File: config.mk
export PLATFORM = sky130hd
export DESIGN_NAME = gemm_job_scheduler
export DESIGN_NICKNAME = d
export VERILOG_FILES = /design/src/rtl/gemm_job_scheduler.sv
export SDC_FILE = /design/constraint.sdc
export NUM_CORES = 1
export LEC_CHECK = 0
export CAP_MARGIN = 30
export CORE_MARGIN = 2
export CORE_UTILIZATION = 42
export DETAILED_ROUTE_END_ITERATION = 16
export PLACE_DENSITY = 0.83
export SYNTH_ARGS = -nofsm -noshare
export SYNTH_HDL_FRONTEND = slang
export SYNTH_SLANG_ARGS = --single-unit
File: constraint.sdc
create_clock -name clk_i -period 5.9 [get_ports clk_i]
set_input_delay 1.77 -clock clk_i [delete_from_list [all_inputs] [get_ports clk_i]]
set_output_delay 1.77 -clock clk_i [all_outputs]
set_load 0.005 [all_outputs]
File: src/rtl/gemm_job_scheduler.sv
// gemm_job_scheduler: round-robin front-end that lets NumReq requesters share
// one GeMM engine. Each grant accepts one (M, K, N) job descriptor and checks
// it against the engine tile sizes. A legal job gets a one-cycle start pulse
// and the scheduler waits for the engine's done. An illegal job is rejected
// without starting the engine. Either way, a completion record (id, err) is
// returned over a valid/ready handshake.
// Optional build macro: GEMM_SCHED_PERF_EN adds cmp_cycles_o, the number of
// Run cycles the job took, saturating at 32 bits.

module gemm_job_scheduler #(
   parameter int unsigned NumReq    = 2,
   parameter int unsigned AddrWidth = 16,
   parameter int unsigned TileM     = 4,
   parameter int unsigned TileK     = 4,
   parameter int unsigned TileN     = 4,
   parameter int unsigned IdWidth   = $clog2(NumReq)
) (
   input  logic                          clk_i,
   input  logic                          rst_ni,
   input  logic [NumReq-1:0]             req_valid_i,
   output logic [NumReq-1:0]             req_ready_o,
   input  logic [NumReq*AddrWidth-1:0]   req_m_size_i,
   input  logic [NumReq*AddrWidth-1:0]   req_k_size_i,
   input  logic [NumReq*AddrWidth-1:0]   req_n_size_i,
   output logic                          eng_start_o,
   output logic [AddrWidth-1:0]          eng_m_size_o,
   output logic [AddrWidth-1:0]          eng_k_size_o,
   output logic [AddrWidth-1:0]          eng_n_size_o,
   input  logic                          eng_done_i,
   output logic                          cmp_valid_o,
   input  logic                          cmp_ready_i,
   output logic [IdWidth-1:0]            cmp_id_o,
   output logic                          cmp_err_o,
`ifdef GEMM_SCHED_PERF_EN
   output logic [31:0]                   cmp_cycles_o,
`endif
   output logic                          busy_o
);

   typedef enum logic [1:0] {
      StIdle,
      StStart,
      StRun,
      StReport
   } state_e;

   // Tiles are powers of two, so a size is a tile multiple when its low bits are zero.
   localparam logic [AddrWidth-1:0] MaskM = AddrWidth'(TileM - 1);
   localparam logic [AddrWidth-1:0] MaskK = AddrWidth'(TileK - 1);
   localparam logic [AddrWidth-1:0] MaskN = AddrWidth'(TileN - 1);
   localparam logic [IdWidth:0]     NumReqW = (IdWidth + 1)'(NumReq);
   localparam logic [IdWidth-1:0]   LastId  = IdWidth'(NumReq - 1);

   state_e               state_q;
   logic [IdWidth-1:0]   rr_ptr_q;
   logic [IdWidth-1:0]   rr_ptr_d;
   logic [IdWidth-1:0]   id_q;
   logic                 err_q;
   logic                 eng_start_q;
   logic                 cmp_valid_q;
   logic                 busy_q;
   logic [AddrWidth-1:0] m_size_q;
   logic [AddrWidth-1:0] k_size_q;
   logic [AddrWidth-1:0] n_size_q;
`ifdef GEMM_SCHED_PERF_EN
   logic [31:0]          cycles_q;
`endif

   logic                 grant_vld;
   logic [IdWidth-1:0]   grant_idx;
   logic [IdWidth:0]     cand;
   logic [AddrWidth-1:0] sel_m;
   logic [AddrWidth-1:0] sel_k;
   logic [AddrWidth-1:0] sel_n;
   logic                 sel_err;

   // Round-robin search from rr_ptr_q upwards (mod NumReq); the first valid requester wins.
   always_comb begin
      // NOTE: every signal written here gets a default first, so no latch can be inferred.
      grant_vld = 1'b0;
      grant_idx = '0;
      cand      = '0;
      for (int unsigned i = 0; i < NumReq; i++) begin
         cand = {1'b0, rr_ptr_q} + (IdWidth + 1)'(i);
         if (cand >= NumReqW) begin
            cand = cand - NumReqW;
         end
         if (!grant_vld && req_valid_i[cand[IdWidth-1:0]]) begin
            grant_vld = 1'b1;
            grant_idx = cand[IdWidth-1:0];
         end
      end
   end

   // Descriptor of the granted requester and its legality against the tile sizes.
   always_comb begin
      sel_m   = req_m_size_i[grant_idx*AddrWidth +: AddrWidth];
      sel_k   = req_k_size_i[grant_idx*AddrWidth +: AddrWidth];
      sel_n   = req_n_size_i[grant_idx*AddrWidth +: AddrWidth];
      sel_err = (sel_m == '0) || ((sel_m & MaskM) != '0) ||
                (sel_k == '0) || ((sel_k & MaskK) != '0) ||
                (sel_n == '0) || ((sel_n & MaskN) != '0);
   end

   // The grant is offered only from Idle, and it is held off while reset is asserted.
   always_comb begin
      req_ready_o = '0;
      if (rst_ni && (state_q == StIdle) && grant_vld) begin
         req_ready_o[grant_idx] = 1'b1;
      end
   end

   assign rr_ptr_d = (grant_idx == LastId) ? '0 : grant_idx + 1'b1;

   // Job sequencing FSM: Idle -> (Start -> Run ->) Report -> Idle, with registered outputs.
   always_ff @(posedge clk_i or negedge rst_ni) begin
      if (!rst_ni) begin
         state_q     <= StIdle;
         rr_ptr_q    <= '0;
         id_q        <= '0;
         err_q       <= 1'b0;
         eng_start_q <= 1'b0;
         cmp_valid_q <= 1'b0;
         busy_q      <= 1'b0;
         m_size_q    <= '0;
         k_size_q    <= '0;
         n_size_q    <= '0;
`ifdef GEMM_SCHED_PERF_EN
         cycles_q    <= '0;
`endif
      end else begin
         // NOTE: sequential state uses non-blocking assignments, so every register samples pre-edge values.
         eng_start_q <= 1'b0;
         unique case (state_q)
            StIdle: begin
               if (grant_vld) begin
                  m_size_q <= sel_m;
                  k_size_q <= sel_k;
                  n_size_q <= sel_n;
                  id_q     <= grant_idx;
                  err_q    <= sel_err;
                  rr_ptr_q <= rr_ptr_d;
                  busy_q   <= 1'b1;
`ifdef GEMM_SCHED_PERF_EN
                  cycles_q <= '0;
`endif
                  if (sel_err) begin
                     state_q     <= StReport;
                     cmp_valid_q <= 1'b1;
                  end else begin
                     state_q     <= StStart;
                     eng_start_q <= 1'b1;
                  end
               end
            end
            StStart: begin
               state_q <= StRun;
            end
            StRun: begin
`ifdef GEMM_SCHED_PERF_EN
               if (cycles_q != 32'hFFFF_FFFF) begin
                  cycles_q <= cycles_q + 32'd1;
               end
`endif
               if (eng_done_i) begin
                  state_q     <= StReport;
                  cmp_valid_q <= 1'b1;
               end
            end
            StReport: begin
               if (cmp_ready_i) begin
                  state_q     <= StIdle;
                  cmp_valid_q <= 1'b0;
                  busy_q      <= 1'b0;
               end
            end
            default: begin
               state_q <= StIdle;
            end
         endcase
      end
   end

   assign eng_start_o  = eng_start_q;
   assign eng_m_size_o = m_size_q;
   assign eng_k_size_o = k_size_q;
   assign eng_n_size_o = n_size_q;
   assign cmp_valid_o  = cmp_valid_q;
   assign cmp_id_o     = id_q;
   assign cmp_err_o    = err_q;
   assign busy_o       = busy_q;
`ifdef GEMM_SCHED_PERF_EN
   assign cmp_cycles_o = cycles_q;
`endif

endmodule

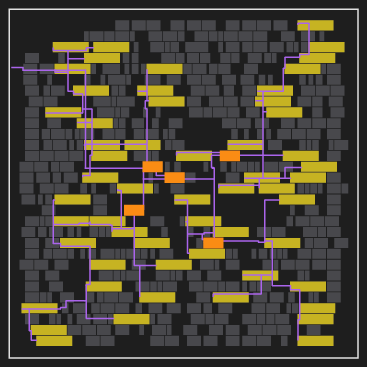
Fig. 1. Clock wires, drivers and flops (run 1).
Scale: 4 px per µm.
- yellow: flip-flops (count 56)
- purple: clock wires (length 624 µm)
- orange: clock-net drivers (count 5)
- flops lie: spread over the die
- routed clock nets: 6

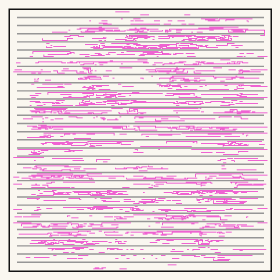
Fig. 2. The metal 1 layer (run 1).
Scale: 3 px per µm. Supply wires on this layer in gray.
- longest straight run: 28.5 µm
- share of all routed wire: 43%
- main direction: horizontal
- wire length on this layer: 3,580 µm

==> results.cfg, run 1 <==
; physical design summary
[routing]
postRouteAntennaNets = 0
routed_wl_um = 8270

[global_routing]
track_usage = 0.219
grt_pass1_vias = 2786
grt_max_degree = 101
antenna_found_initial = 0

[setup_path]
endpoint_kind = output pin

[final_timing]
finalClockSkew_ns = 0.00584
tightest_slew_ns = 0.842
min_period_ns = 5.33

[cts]
htreeDepth = 2
cts_tree = done
clk_path_buf_depth = 2
hold_buffers = 0

[run]
cap_violations = 0
openroad.warnings = 32

[logic_synthesis]
syn_area_um2 = 2880
synth_warnings = 0
syn_nets = 404
yosysUniqueCellTypes = 32
synth_area_per_cell_um2 = 9.69
muxShareOfSynthArea = 0.171

[pwr]
swShare = 0.338
power_mw = 1.72

[floorplanning]
core_um2 = 6720
ios = 157

[finish]
layout_top_cell = clkdlybuf4s50_1
layout-drive-gt1-share = 0.0357

[placed_design]
portBuffers = 156
dpl.hpwl_um = 6550

[run_status]
outcome = finished, final reports clean
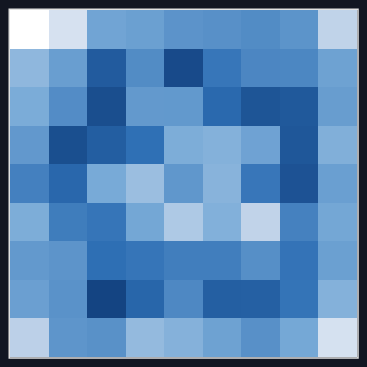
Fig. 3. Placement density heat map (run 1).
Scale: 4 px per µm. The die is cut into 9 by 9 equal tiles; white is low, dark blue is high, 0 to 100% covered.
- fullest tile: 92%
- mean over tiles: 60%
- nearly empty tiles: 1.2%
- tiles over 75% full: 19%

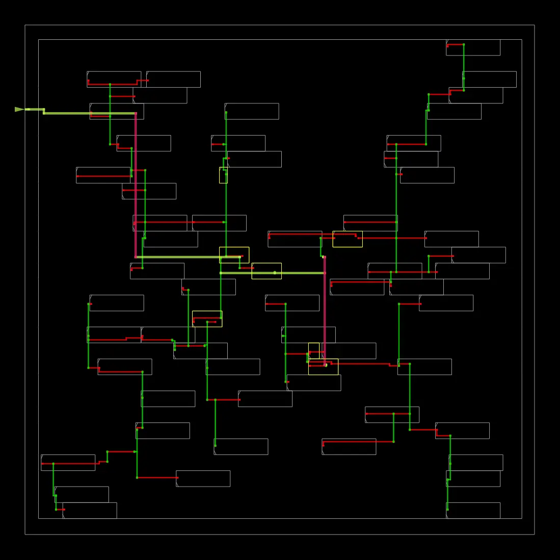
Fig. 4. Clock nets (run 1).
clock buf count: 6
Flop Count: 56
Latency at later pin: 0.30 ns

[run 1: metal layers]
layer	vias up	track usage	share of wire
met5	-	0	0
met4	0	0.0469	0.014
met3	11	0.0486	0.063
met2	106	0.385	0.49
met1	1280	0.276	0.43
li1	1382	-	-
[run 1: worst max-delay path: stages]
cell             delay, ns
clkdlybuf4s50_1       0.58
or2b_2                0.36
and2_1                0.21
and3_1                0.20
clkdlybuf4s50_1       0.44
[run 1: Yosys cell counts (all sizes together)]
| master | instances | area (µm²) |
|---|---|---|
| nand3 | 2 | 10.0 |
| inv | 5 | 18.8 |
| nand4 | 5 | 31.3 |
| a22o | 2 | 17.5 |
| a21oi | 2 | 10.0 |
| nor2 | 11 | 41.3 |
| o211a | 1 | 10.0 |
| a31oi | 1 | 6.26 |
| and3 | 1 | 6.26 |
| mux2 | 1 | 11.3 |
| o211ai | 2 | 20.0 |
| a2111oi | 2 | 18.8 |
| dfrtp | 56 | 1400 |
| o21ai | 53 | 265 |
| nand2 | 54 | 203 |
| nor4 | 16 | 100 |
| nor3 | 3 | 15.0 |
| a21o | 1 | 7.51 |
| o2111ai | 1 | 8.76 |
| or3 | 1 | 6.26 |
| a22oi | 1 | 7.51 |
| a211o | 1 | 8.76 |
| clkbuf | 11 | 41.3 |
| buf | 5 | 25.0 |
| or4 | 4 | 30.0 |
| and2 | 1 | 6.26 |
| or2b | 1 | 8.76 |
| ha | 5 | 62.6 |
| mux2i | 48 | 480 |
[run 1: sequential cells by signal, summed over array words and instances, names as in the netlist]
register	flops
busy_o	1
cmp_err_o	1
cmp_id_o	1
cmp_valid_o	1
eng_k_size_o	16
eng_m_size_o	16
eng_n_size_o	16
eng_start_o	1
rr_ptr_q	1
state_q	2
[run 1: power by group through the flow]
| stage | Combinational [mW] | Sequential (mW) | Clock [mW] |
|---|---|---|---|
| 5_1_grt | 0.966 | 0.683 | 0.214 |
| 6_report | 0.866 | 0.659 | 0.196 |
| 2_1_floorplan | 0.352 | 0.675 | 0 |
| 3_3_place_gp | 0.856 | 0.659 | 0 |
| 4_1_cts | 0.877 | 0.661 | 0.202 |
| 3_5_place_dp | 0.876 | 0.666 | 0 |
[run 1: per-stage QoR]
step	hold WS, ns	setup WS (ns)	instance area (µm²)	instances	util
global placement	0.460	0.621	4510	521	0.672
CTS	0.491	0.593	4590	528	0.683
finish	0.486	0.572	4590	528	0.683
floorplan	0.453	1.19	2880	297	-
detailed placement	0.470	0.596	4510	521	0.672
global route	0.515	0.518	4590	528	0.683
[run 1: path summary, 6_finish.rpt]
path	end	slack (ns)	cells past startpoint
max in group asynchronous	eng_m_size_o[4]	3.98	2
worst min register to register	eng_k_size_o[13]	0.49	2
worst max-delay path	req_ready_o[1]	0.57	5
min in group asynchronous	eng_k_size_o[6]	1.32	1
worst max register to register	cmp_err_o	3.52	7
worst min-delay path	eng_k_size_o[13]	0.49	2
[run 1: area by class of cell]
| cell class | count | area (µm²) |
|---|---|---|
| clock buffer | 6 | 72.6 |
| clock inverter | 1 | 5.00 |
| fill | 541 | 2130 |
| inverter | 5 | 18.8 |
| multi-input combinational | 220 | 1410 |
| sequential | 56 | 1400 |
| tap | 80 | 100 |
| timing repair buffer | 160 | 1590 |
Fig. 5: run 1, signal wires on met3
Scale: 6 px per µm.
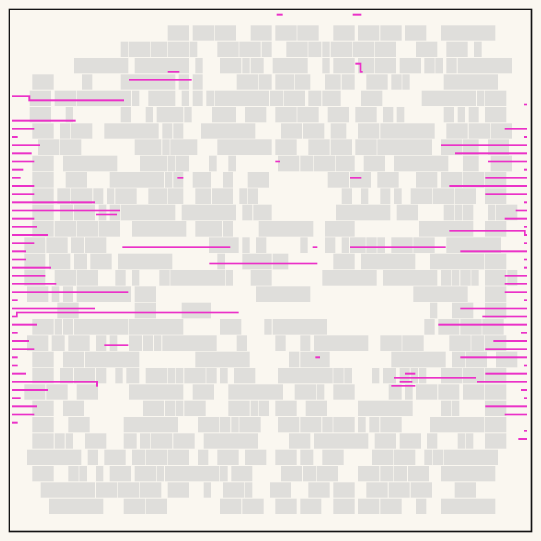

--- run 2 (diff from run 1) ---
--- a/config.mk
+++ b/config.mk
@@ -8,6 +8,7 @@
 export CAP_MARGIN = 30
 export CORE_MARGIN = 2
 export CORE_UTILIZATION = 42
+export CTS_BUF_LIST = sky130_fd_sc_hd__clkbuf_4 sky130_fd_sc_hd__clkbuf_8 sky130_fd_sc_hd__clkbuf_16
 export DETAILED_ROUTE_END_ITERATION = 16
 export PLACE_DENSITY = 0.83
 export SYNTH_ARGS = -nofsm -noshare
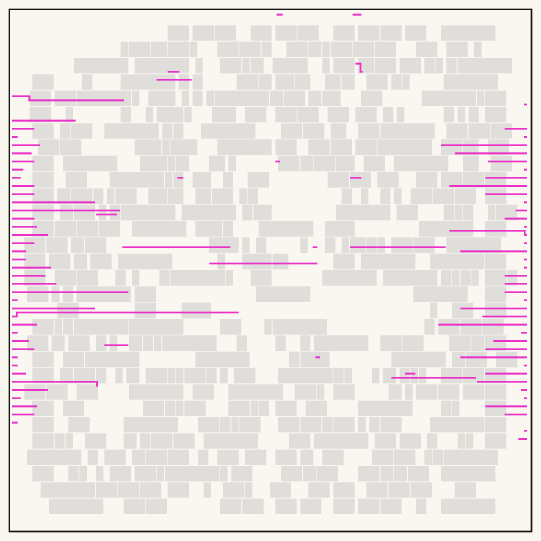
Fig. 6. Signal wires on met3 (run 2).
Scale: 6 px per µm.
- share of all routed wire: 6.2%
- nets with wire on the layer: 89
- main direction: horizontal
- wire length on this layer: 514 µm
- longest straight run: 36.8 µm

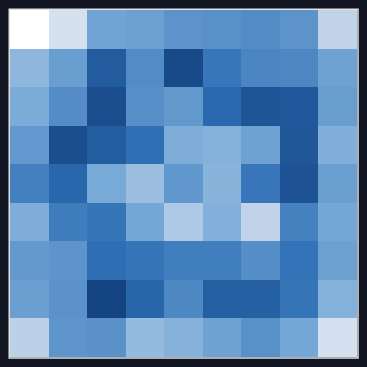
Fig. 7. Placement density heat map (run 2).
Scale: 4 px per µm. The die is cut into 9 by 9 equal tiles; white is low, dark blue is high, 0 to 100% covered.
- fullest tile: 92%
- nearly empty tiles: 1.2%
- mean over tiles: 60%
- tiles over 75% full: 19%

==> results.cfg, run 2 <==
; physical design summary
[run_status]
outcome = finished, final reports clean

[routing]
routed_wl_um = 8270
postRouteAntennaNets = 0

[placed_design]
portBuffers = 156
dpl.hpwl_um = 6550
post-place-ws_ns = 0.596
placed_cells = 521

[cts]
clk_latency_ns = 0.30
htreeDepth = 2
cts_tree = done
clk_path_buf_depth = 2
hold_buffers = 0

[final_timing]
min_period_ns = 5.33
finalClockSkew_ns = 0.00577
fin_ws_ns = 0.572
tightest_slew_ns = 0.841

[setup_path]
critPathMostFrequentCell = clkdlybuf4s50_1
crit_slowest_cell = clkdlybuf4s50_1
path_max_fanout = 4
endpoint_kind = output pin

[pwr]
swShare = 0.337

[logic_synthesis]
ys_async_sr_fraction = 1.00
synth_area_per_cell_um2 = 9.69
netlist_top_cells_count = dfrtp_1 (56), nand2_1 (54), o21ai_0 (52), mux2i_1 (48), nor4_1 (16)
synth_top_flop_cell = dfrtp_1
top_area_frac = 0.487
synth-edff-count = 0
topCellsByArea = dfrtp_1 (49%), mux2i_1 (17%), o21ai_0 (9.0%)
yosysUniqueCellTypes = 32
syn_nets = 404
syn_area_um2 = 2880
yosysMostFrequentCell = dfrtp_1
netlist.top_cell.by_area = dfrtp_1
synth_warnings = 0

[global_routing]
use_met1 = 0.276
grt_max_degree = 101
antenna_found_initial = 0
track_usage = 0.219
grt.met2_usage = 0.385
grt_pass1_vias = 2786
grt_busiest_layer = met2

[floorplanning]
ios = 157
core_um2 = 6720

[finish]
layout_top_cell = clkdlybuf4s50_1
layout-drive-gt1-share = 0.0379
final_cells = 528
num-fill-cells = 541

[run]
openroad.warnings = 32
cap_violations = 0
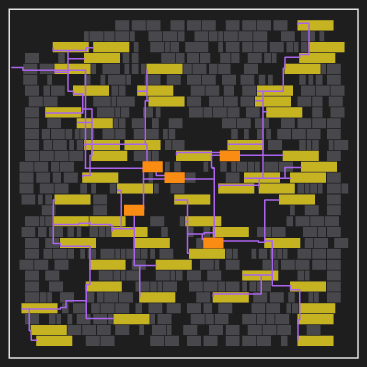
Fig. 8. Clock wires, drivers and flops (run 2).
Scale: 4 px per µm.
- orange: clock-net drivers (count 5)
- purple: clock wires (length 623 µm)
- yellow: flip-flops (count 56)
- routed clock nets: 6

[run 2: cell counts after synthesis]
Identical to the previous run, type by type.
[run 2: final cells by class]
cell class              count  area [µm²]  share of cell area
repair buffers            160        1590               0.345
multi-input cells         220        1410               0.306
flip-flops and latches     56        1400               0.305
well taps                  80         100              0.0218
clock buffers               6        76.3              0.0166
inverters                   5        18.8             0.00408
clock inverters             1        5.00             0.00109
[run 2: logic make-up (layout without fill, tap and decap cells)]
group                    Yosys count  in the layout  share of synthesized area
AND-OR/OR-AND                     67             67                      0.132
adder cells (fa/ha/maj)            5              5                     0.0217
buffers and inverters             21            172                     0.0296
flip-flops                        56             56                      0.487
multiplexers                      49             49                      0.171
AND/OR/NAND/NOR                   99             99                      0.159
[run 2: final timing paths]
kind                       slack, ns               end  cells past startpoint
max in group asynchronous       3.98   eng_m_size_o[4]                      2
max                             0.57    req_ready_o[1]                      5
min in group asynchronous       1.32   eng_k_size_o[6]                      1
min                             0.49  eng_k_size_o[13]                      2
max reg2reg                     3.52         cmp_err_o                      7
min reg2reg                     0.49  eng_k_size_o[13]                      2
[run 2: worst max-delay path: cells and delay by family]
kind	cells	cell delay (ns)
simple gates	3	0.76
buf+inv	2	1.02
[run 2: per-stage QoR]
step | hold WS [ns] | instance area (µm²) | utilization | total power, mW
after floorplan | 0.453 | 2880 | - | 1.03
after global placement | 0.460 | 4510 | 0.672 | 1.52
after detailed placement | 0.470 | 4510 | 0.672 | 1.54
after CTS | 0.491 | 4590 | 0.684 | 1.74
after global routing | 0.515 | 4590 | 0.684 | 1.87
final | 0.486 | 4590 | 0.684 | 1.73
[run 2: power by group through the flow]
stage	Combinational, mW	Sequential, mW	Clock, mW
after floorplan	0.352	0.675	0
after global placement	0.856	0.659	0
after detailed placement	0.876	0.666	0
after CTS	0.877	0.661	0.207
after global routing	0.966	0.683	0.219
final	0.866	0.659	0.200
[run 2: layer usage]
metal / vias to the layer above / wire, µm
li1: 1380 / -
met1: 1279 / 3590
met2: 102 / 4050
met3: 11 / 513
met4: 0 / 112
met5: - / 0
Fig. 9: run 2, the metal 1 layer
Scale: 3 px per µm. Supply wires on this layer in gray.
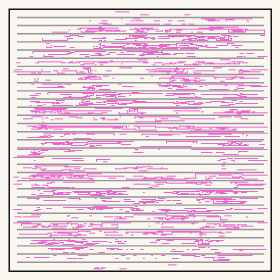

--- run 3 (diff from run 2) ---
--- a/config.mk
+++ b/config.mk
@@ -5,11 +5,12 @@
 export SDC_FILE = /design/constraint.sdc
 export NUM_CORES = 1
 export LEC_CHECK = 0
-export CAP_MARGIN = 30
 export CORE_MARGIN = 2
 export CORE_UTILIZATION = 42
 export CTS_BUF_LIST = sky130_fd_sc_hd__clkbuf_4 sky130_fd_sc_hd__clkbuf_8 sky130_fd_sc_hd__clkbuf_16
+export CTS_CLUSTER_SIZE = 8
 export DETAILED_ROUTE_END_ITERATION = 16
+export MAX_ROUTING_LAYER = met4
 export PLACE_DENSITY = 0.83
 export SYNTH_ARGS = -nofsm -noshare
 export SYNTH_HDL_FRONTEND = slang
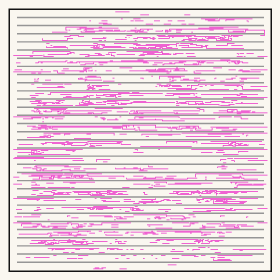
Fig. 10. The metal 1 layer (run 3).
Scale: 3 px per µm. Supply wires on this layer in gray.
- wire length on this layer: 3,610 µm
- nets with wire on the layer: 480
- longest straight run: 39.6 µm

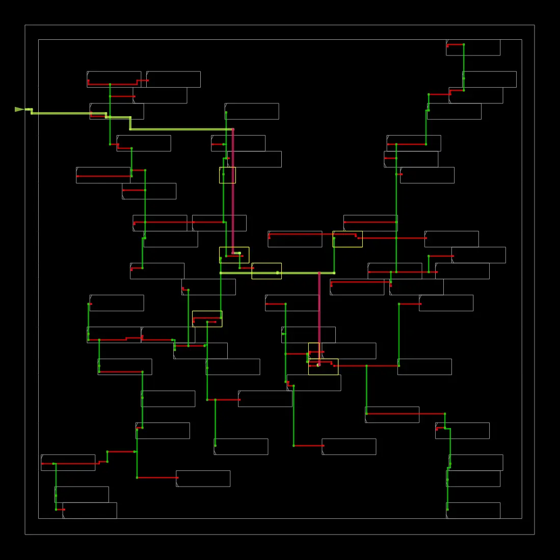
Fig. 11. Clock nets (run 3).
Layout Skew: 0.00490 ns
Clk power: 0.199 mW

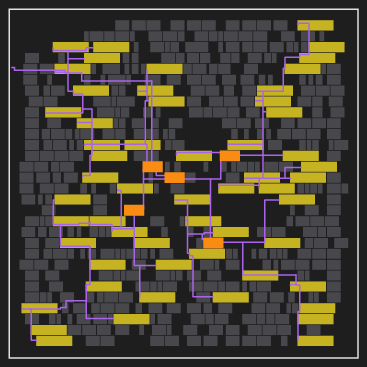
Fig. 12. Clock wires, drivers and flops (run 3).
Scale: 4 px per µm.
- orange: clock-net drivers (count 5)
- purple: clock wires (length 617 µm)
- yellow: flip-flops (count 56)
- flops lie: spread over the die

==> results.cfg, run 3 <==
; physical design summary
[cts]
htreeDepth = 2
clk_latency_ns = 0.30
hold_buffers = 0
cts_tree = done

[finish]
final_cell_area_um2 = 4590
mi_logic_area_um2 = 1410
layout_top_cell = clkdlybuf4s50_1
final_cells = 528
regArea_um2 = 1400
final_util = 0.684

[logic_synthesis]
topCellsByArea = dfrtp_1 (49%), mux2i_1 (17%), o21ai_0 (9.0%)
ys_async_sr_fraction = 1.00
yosysUniqueCellTypes = 32
synth_top_flop_cell = dfrtp_1
yosysMostFrequentCell = dfrtp_1
synth-edff-count = 0
syn_nets = 404
syn_area_um2 = 2880
synth_area_per_cell_um2 = 9.69
synth_warnings = 0

[hold_path]
hold_end = eng_m_size_o[7]

[global_routing]
antenna_found_initial = 0
track_usage = 0.225
grt_max_degree = 101
grt_pass1_vias = 2803

[floorplanning]
core_um2 = 6720
ios = 157

[placed_design]
place_area_um2 = 4510
post-place-ws_ns = 0.596
portBuffers = 156
dpl.hpwl_um = 6550

[setup_path]
r2r_setup_slack_ns = 3.51
worstRegToRegCells = 7
path_max_fanout = 4
worstReg2RegEnd = cmp_err_o

[final_timing]
min_period_ns = 5.32
fin_ws_ns = 0.583
tightest_slew_ns = 0.842
hold_slack_ns = 0.487

[run_status]
outcome = finished, final reports clean

[pwr]
power_mw = 1.72

[run]
cap_violations = 0
## run 3: cell families after synthesis
family / after synthesis / synth area share
buffers and inverters: 21 / 0.0296
AOI/OAI and AO/OA: 67 / 0.132
and+or+nand+nor: 99 / 0.159
DFF: 56 / 0.487
muxes: 49 / 0.171
adders and majority gates: 5 / 0.0217
## run 3: layout make-up
class / instances / area share
clock inverters: 1 / 0.00109
flip-flops and latches: 56 / 0.305
well taps: 80 / 0.0218
repair buffers: 160 / 0.345
inverters: 5 / 0.00408
clock buffers: 6 / 0.0166
multi-input cells: 220 / 0.306
## run 3: how the worst max path moves through the flow
stage,startpoint,endpoint,slack [ns],cells past startpoint
floorplan,req_valid_i[0],req_ready_o[0],1.19,6
global placement,req_valid_i[0],req_ready_o[1],0.62,5
detailed placement,req_valid_i[0],req_ready_o[1],0.60,5
CTS,req_valid_i[0],req_ready_o[1],0.59,5
global route,req_valid_i[0],req_ready_o[1],0.52,5
finish,req_valid_i[0],req_ready_o[1],0.58,5
## run 3: power breakdown
part | internal (mW) | switching [mW] | total, mW
Combinational | 0.495 | 0.370 | 0.865
Clock | 0.0857 | 0.113 | 0.199
Sequential | 0.564 | 0.0957 | 0.660
Total | 1.14 | 0.579 | 1.72
## run 3: per-layer routing
metal / wire (µm) / global-route usage / part of all wire
met5: 0 / - / 0
met3: 479 / 0.0371 / 0.058
met2: 4060 / 0.385 / 0.49
met4: 106 / 0.0469 / 0.013
met1: 3610 / 0.282 / 0.44
## run 3: worst max-delay path, cell delays in order
cell and delay (ns):
clkdlybuf4s50_1 0.57, or2b_2 0.36, and2_1 0.21, and3_1 0.19, clkdlybuf4s50_1 0.44
No activity file was given, so power comes from the tool's default toggle rates.
